[config.mk]
export PLATFORM = sky130hd
export DESIGN_NAME = bitstream_byte_feeder
export DESIGN_NICKNAME = d
export VERILOG_FILES = /design/src/rtl/bitstream_byte_feeder.sv
export SDC_FILE = /design/constraint.sdc
export NUM_CORES = 1
export LEC_CHECK = 0
export ABC_AREA = 1
export CAP_MARGIN = 25
export CORE_MARGIN = 4
export CORE_UTILIZATION = 45
export DETAILED_ROUTE_END_ITERATION = 10
export GPL_ROUTABILITY_DRIVEN = 0
export PLACE_DENSITY = 0.79
export REMOVE_ABC_BUFFERS = 1
export SLEW_MARGIN = 20
export SYNTH_ARGS = -nofsm -noshare
export SYNTH_HDL_FRONTEND = slang
export SYNTH_SLANG_ARGS = --single-unit
export TNS_END_PERCENT = 10
[constraint.sdc]
create_clock -name clk -period 2.2 [get_ports clk]
set_input_delay 0.66 -clock clk [delete_from_list [all_inputs] [get_ports clk]]
set_output_delay 0.66 -clock clk [all_outputs]
set_load 0.01 [all_outputs]
[src/rtl/bitstream_byte_feeder.sv]
// bitstream_byte_feeder: streaming slice-data source for the arithmetic decoder.
// Accepts producer bytes over valid/ready and removes emulation-prevention bytes
// (00 00 03 -> 00 00). The surviving bytes are buffered in a small FIFO, and the
// FIFO head is presented through the decoder's request/data/data_ready contract.
module bitstream_byte_feeder #(
  parameter int DEPTH_LOG2 = 2,
  parameter int CNT_W      = 16
) (
  input  logic             clk,
  input  logic             reset,
  input  logic             flush,
  input  logic             in_valid,
  input  logic [7:0]       in_data,
  input  logic             in_last,
  output logic             in_ready,
  input  logic             request,
  output logic [7:0]       data,
  output logic             data_ready,
  output logic             eos,
  output logic             underrun,
  output logic [CNT_W-1:0] epb_count
);

  localparam int DEPTH = 1 << DEPTH_LOG2;
  localparam logic [DEPTH_LOG2:0] DepthCount = (DEPTH_LOG2 + 1)'(DEPTH);

  // Number of consecutive zero bytes accepted, capped at two.
  typedef enum logic [1:0] {
    ZR_NONE = 2'd0,
    ZR_ONE  = 2'd1,
    ZR_TWO  = 2'd2
  } zero_run_e;

  logic [7:0]            mem_q [DEPTH];
  logic [DEPTH_LOG2-1:0] wr_ptr_q, wr_ptr_d;
  logic [DEPTH_LOG2-1:0] rd_ptr_q, rd_ptr_d;
  logic [DEPTH_LOG2:0]   count_q, count_d;
  zero_run_e             zero_run_q, zero_run_d;
  logic                  last_seen_q, last_seen_d;
  logic                  underrun_q, underrun_d;
  logic [CNT_W-1:0]      epb_count_q, epb_count_d;

  logic accept;
  logic drop_epb;
  logic do_write;
  logic do_pop;
  logic fifo_empty;

  // State register; reset has the same effect as flush.
  always_ff @(posedge clk or negedge reset) begin
    if (!reset) begin
      wr_ptr_q    <= '0;
      rd_ptr_q    <= '0;
      count_q     <= '0;
      zero_run_q  <= ZR_NONE;
      last_seen_q <= 1'b0;
      underrun_q  <= 1'b0;
      epb_count_q <= '0;
    end else begin
      wr_ptr_q    <= wr_ptr_d;
      rd_ptr_q    <= rd_ptr_d;
      count_q     <= count_d;
      zero_run_q  <= zero_run_d;
      last_seen_q <= last_seen_d;
      underrun_q  <= underrun_d;
      epb_count_q <= epb_count_d;
    end
  end

  // Byte storage; contents after flush or reset are never read, so no reset.
  always_ff @(posedge clk) begin
    if (do_write && !flush) begin
      mem_q[wr_ptr_q] <= in_data;
    end
  end

  // Next-state: handshake, emulation-prevention stripping, FIFO bookkeeping.
  always_comb begin
    fifo_empty  = (count_q == '0);
    accept      = in_valid && in_ready;
    drop_epb    = accept && (in_data == 8'h03) && (zero_run_q == ZR_TWO);
    do_write    = accept && !drop_epb;
    do_pop      = request && !fifo_empty;

    wr_ptr_d    = wr_ptr_q;
    rd_ptr_d    = rd_ptr_q;
    count_d     = count_q;
    zero_run_d  = zero_run_q;
    last_seen_d = last_seen_q;
    underrun_d  = underrun_q;
    epb_count_d = epb_count_q;

    if (flush) begin
      wr_ptr_d    = '0;
      rd_ptr_d    = '0;
      count_d     = '0;
      zero_run_d  = ZR_NONE;
      last_seen_d = 1'b0;
      underrun_d  = 1'b0;
      epb_count_d = '0;
    end else begin
      if (accept) begin
        if (drop_epb) begin
          zero_run_d = ZR_NONE;
          if (epb_count_q != '1) begin
            epb_count_d = epb_count_q + CNT_W'(1);
          end
        end else if (in_data == 8'h00) begin
          zero_run_d = (zero_run_q == ZR_NONE) ? ZR_ONE : ZR_TWO;
        end else begin
          zero_run_d = ZR_NONE;
        end
        if (in_last) begin
          last_seen_d = 1'b1;
        end
      end

      if (do_write) begin
        wr_ptr_d = wr_ptr_q + DEPTH_LOG2'(1);
      end
      if (do_pop) begin
        rd_ptr_d = rd_ptr_q + DEPTH_LOG2'(1);
      end

      case ({do_write, do_pop})
        2'b10:   count_d = count_q + (DEPTH_LOG2 + 1)'(1);
        2'b01:   count_d = count_q - (DEPTH_LOG2 + 1)'(1);
        default: count_d = count_q;
      endcase

      if (request && fifo_empty && !last_seen_q) begin
        underrun_d = 1'b1;
      end
    end
  end

  // Outputs are decoded from registered state only.
  always_comb begin
    in_ready   = (count_q != DepthCount) && !last_seen_q;
    data       = (count_q != '0) ? mem_q[rd_ptr_q] : 8'h00;
    data_ready = (count_q != '0);
    eos        = last_seen_q && (count_q == '0);
    underrun   = underrun_q;
    epb_count  = epb_count_q;
  end

endmodule

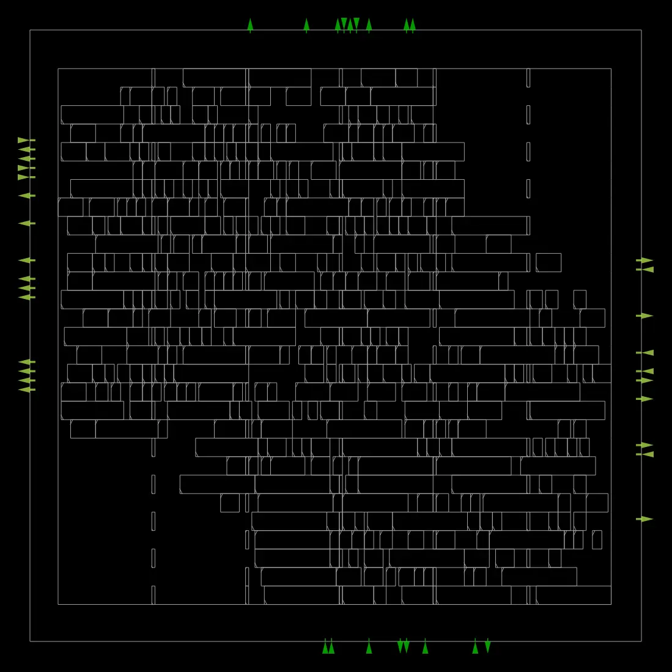
Figure 1: cell outlines without signal wires.
final std cells w/o fill: 513
number of tap cells added at floorplan: 77
layout sequential cell count: 59

==> notes.org <==
* Implementation run

** Worst setup path
- On the critical path the largest part of the delay comes from buffers and inverters.
- Reg2Reg Capture Point :: count_q[2]$_DFFE_PN0P_
- For flop-to-flop paths, the worst setup slack is 0.16 ns.
- Critical Path Max Stage Delay :: 0.47 ns
- Most repeated library cell on the critical path :: sky130_fd_sc_hd__nand2_1
- The critical path in this run is classified as primary input to flop.
- Nature of the critical path endpoint :: flop

** Floorplan
- Ports :: 42
- Starting Density :: 0.471
- Die Y-Extent :: 90.0 um
- Chip footprint :: 8100 um2
- Core region area :: 6420 um2

** Placed design
- STA on the placed design reports a worst setup slack of -0.402 ns.
- Detailed placement ended at an HPWL of 5.00 mm.

** Clock tree
- Maximum clock path buffer count :: 2
- After clock tree synthesis, the flow added hold-fix buffers numbering 0.
- The H-tree was split into 3 levels.
- Latest clock arrival within the worst-skew pair :: 0.34 ns
- TritonCTS buffer count :: 9

** Global routing
- Via count of the first global-routing pass :: 2,577
- Entering global routing, the biggest net connects 28 pins.
- After global routing the overflow that remains totals 0.

** STA
- PnR worst setup slack :: -0.0260 ns
- Final Max Slew Viols :: 0
- The end-of-flow timing check tallies setup violations at 1.
- The clock arrives with 0.0151 ns of skew.

** Detailed routing
- Wire length after detailed routing :: 7.36 mm
- The first detailed-routing pass took 4 iterations.
- For this block, the via count after detailed routing is 2,636.
- Routed Antenna Nets :: 0

** Run status
- The flow ran to the end, but the final reports show violations.
- Failing checks :: setup timing

** Cells and area
- Fraction of final layout cells sized beyond drive strength 1 :: 0.204
- The net count of the finished layout is 451.
- The final layout report lists a filler cell count of 506.
- Number of antenna diodes :: 0

** Min path
- Cell depth of the worst min-delay path :: 2
- Looking at the hold checks, the worst path lands on underrun$_DFFE_PN0P_.

** Synth
- Mean area per synthesized cell :: 8.65 um2
- The gate-level netlist out of Yosys references 29 unique cell types.

** Power
- Pwr dens :: 835 nW/um2
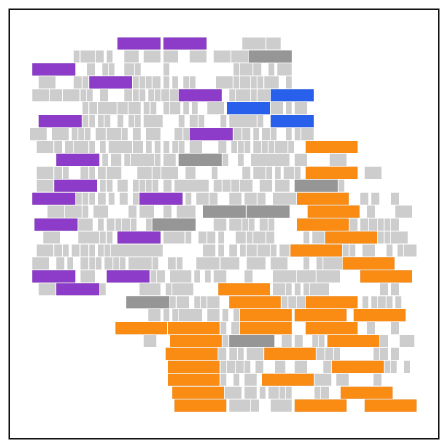
Figure 2: register map, names as in the netlist.
count_q -> blue  # flops 3
epb_count -> purple  # flops 16
mem_q -> orange  # flops 32
not colored = 8

==> metal layers <==
layer,GRT usage,wire (um),up-vias
li1,-,-,1307
met1,0.231,3190,1226
met2,0.304,3610,88
met3,0.0417,366,15
met4,0.0855,189,0
met5,0,0,-
==> flip-flops by register name, indices dropped and copies added, names as in the netlist <==
register and count:
count_q 3, epb_count 16, last_seen_q 1, mem_q 32, rd_ptr_q 2, underrun 1
wr_ptr_q 2, zero_run_q 2
==> report_power, final <==
group          internal, mW  switching (mW)  total (mW)
combinational         0.466           0.602        1.07
sequential             1.24          0.0436        1.29
clock                 0.523           0.451       0.973
==> repair_timing <==
action / in CTS / in global routing
endpoints found under the setup margin: 12 / 22
pin swaps: 1 / 7
resized: 25 / 30
==> cell type report <==
type | instances | share of cell area
flip-flops and latches | 59 | 0.411
multi-input cells | 240 | 0.303
repair buffers | 80 | 0.174
inverters | 41 | 0.0386
clock buffers | 10 | 0.0320
well taps | 77 | 0.0242
clock inverters | 6 | 0.0166
==> cells by family after synthesis <==
logic type               count (synthesis)  share of synthesized area
flip-flops                              59                      0.541
adder cells (fa/ha/maj)                  6                     0.0273
AND/OR/NAND/NOR                        182                      0.259
XOR/XNOR                                 8                     0.0232
AND-OR/OR-AND                           44                     0.0802
buffers and inverters                   51                     0.0694
==> tightest hold or removal path, cell delays in order (launching register included) <==
cell and delay (ns):
sky130_fd_sc_hd__dfrtp_1 0.35, sky130_fd_sc_hd__a31oi_1 0.04, sky130_fd_sc_hd__nor2_1 0.07
==> worst max path at each step <==
| stage | start | to | slack, ns | depth (start not counted) |
|---|---|---|---|---|
| 6_report | in_data[5] | count_q[2]$_DFFE_PN0P_ | -0.03 | 15 |
| 5_1_grt | in_data[5] | count_q[2]$_DFFE_PN0P_ | -0.13 | 15 |
| 4_1_cts | rd_ptr_q[1]$_DFFE_PN0P_ | data[2] | -0.07 | 6 |
| 3_5_place_dp | in_data[3] | count_q[2]$_DFFE_PN0P_ | -0.40 | 13 |
| 3_3_place_gp | in_data[3] | count_q[2]$_DFFE_PN0P_ | -0.31 | 13 |
| 2_1_floorplan | in_valid | count_q[2]$_DFFE_PN0P_ | 0.1 | 12 |
==> per-stage QoR <==
stage | utilization | TNS (ns) | total power [mW] | hold WS (ns) | instance area [um2]
floorplan | - | 0 | 1.77 | 0.364 | 2970
global placement | 0.589 | -7.39 | 2.39 | 0.473 | 3780
detailed placement | 0.589 | -10.25 | 2.41 | 0.500 | 3780
CTS | 0.618 | -0.0884 | 3.32 | 0.514 | 3970
global route | 0.620 | -0.209 | 3.52 | 0.567 | 3980
finish | 0.620 | -0.0260 | 3.33 | 0.509 | 3980
Power is estimated from default activity; no workload was simulated.
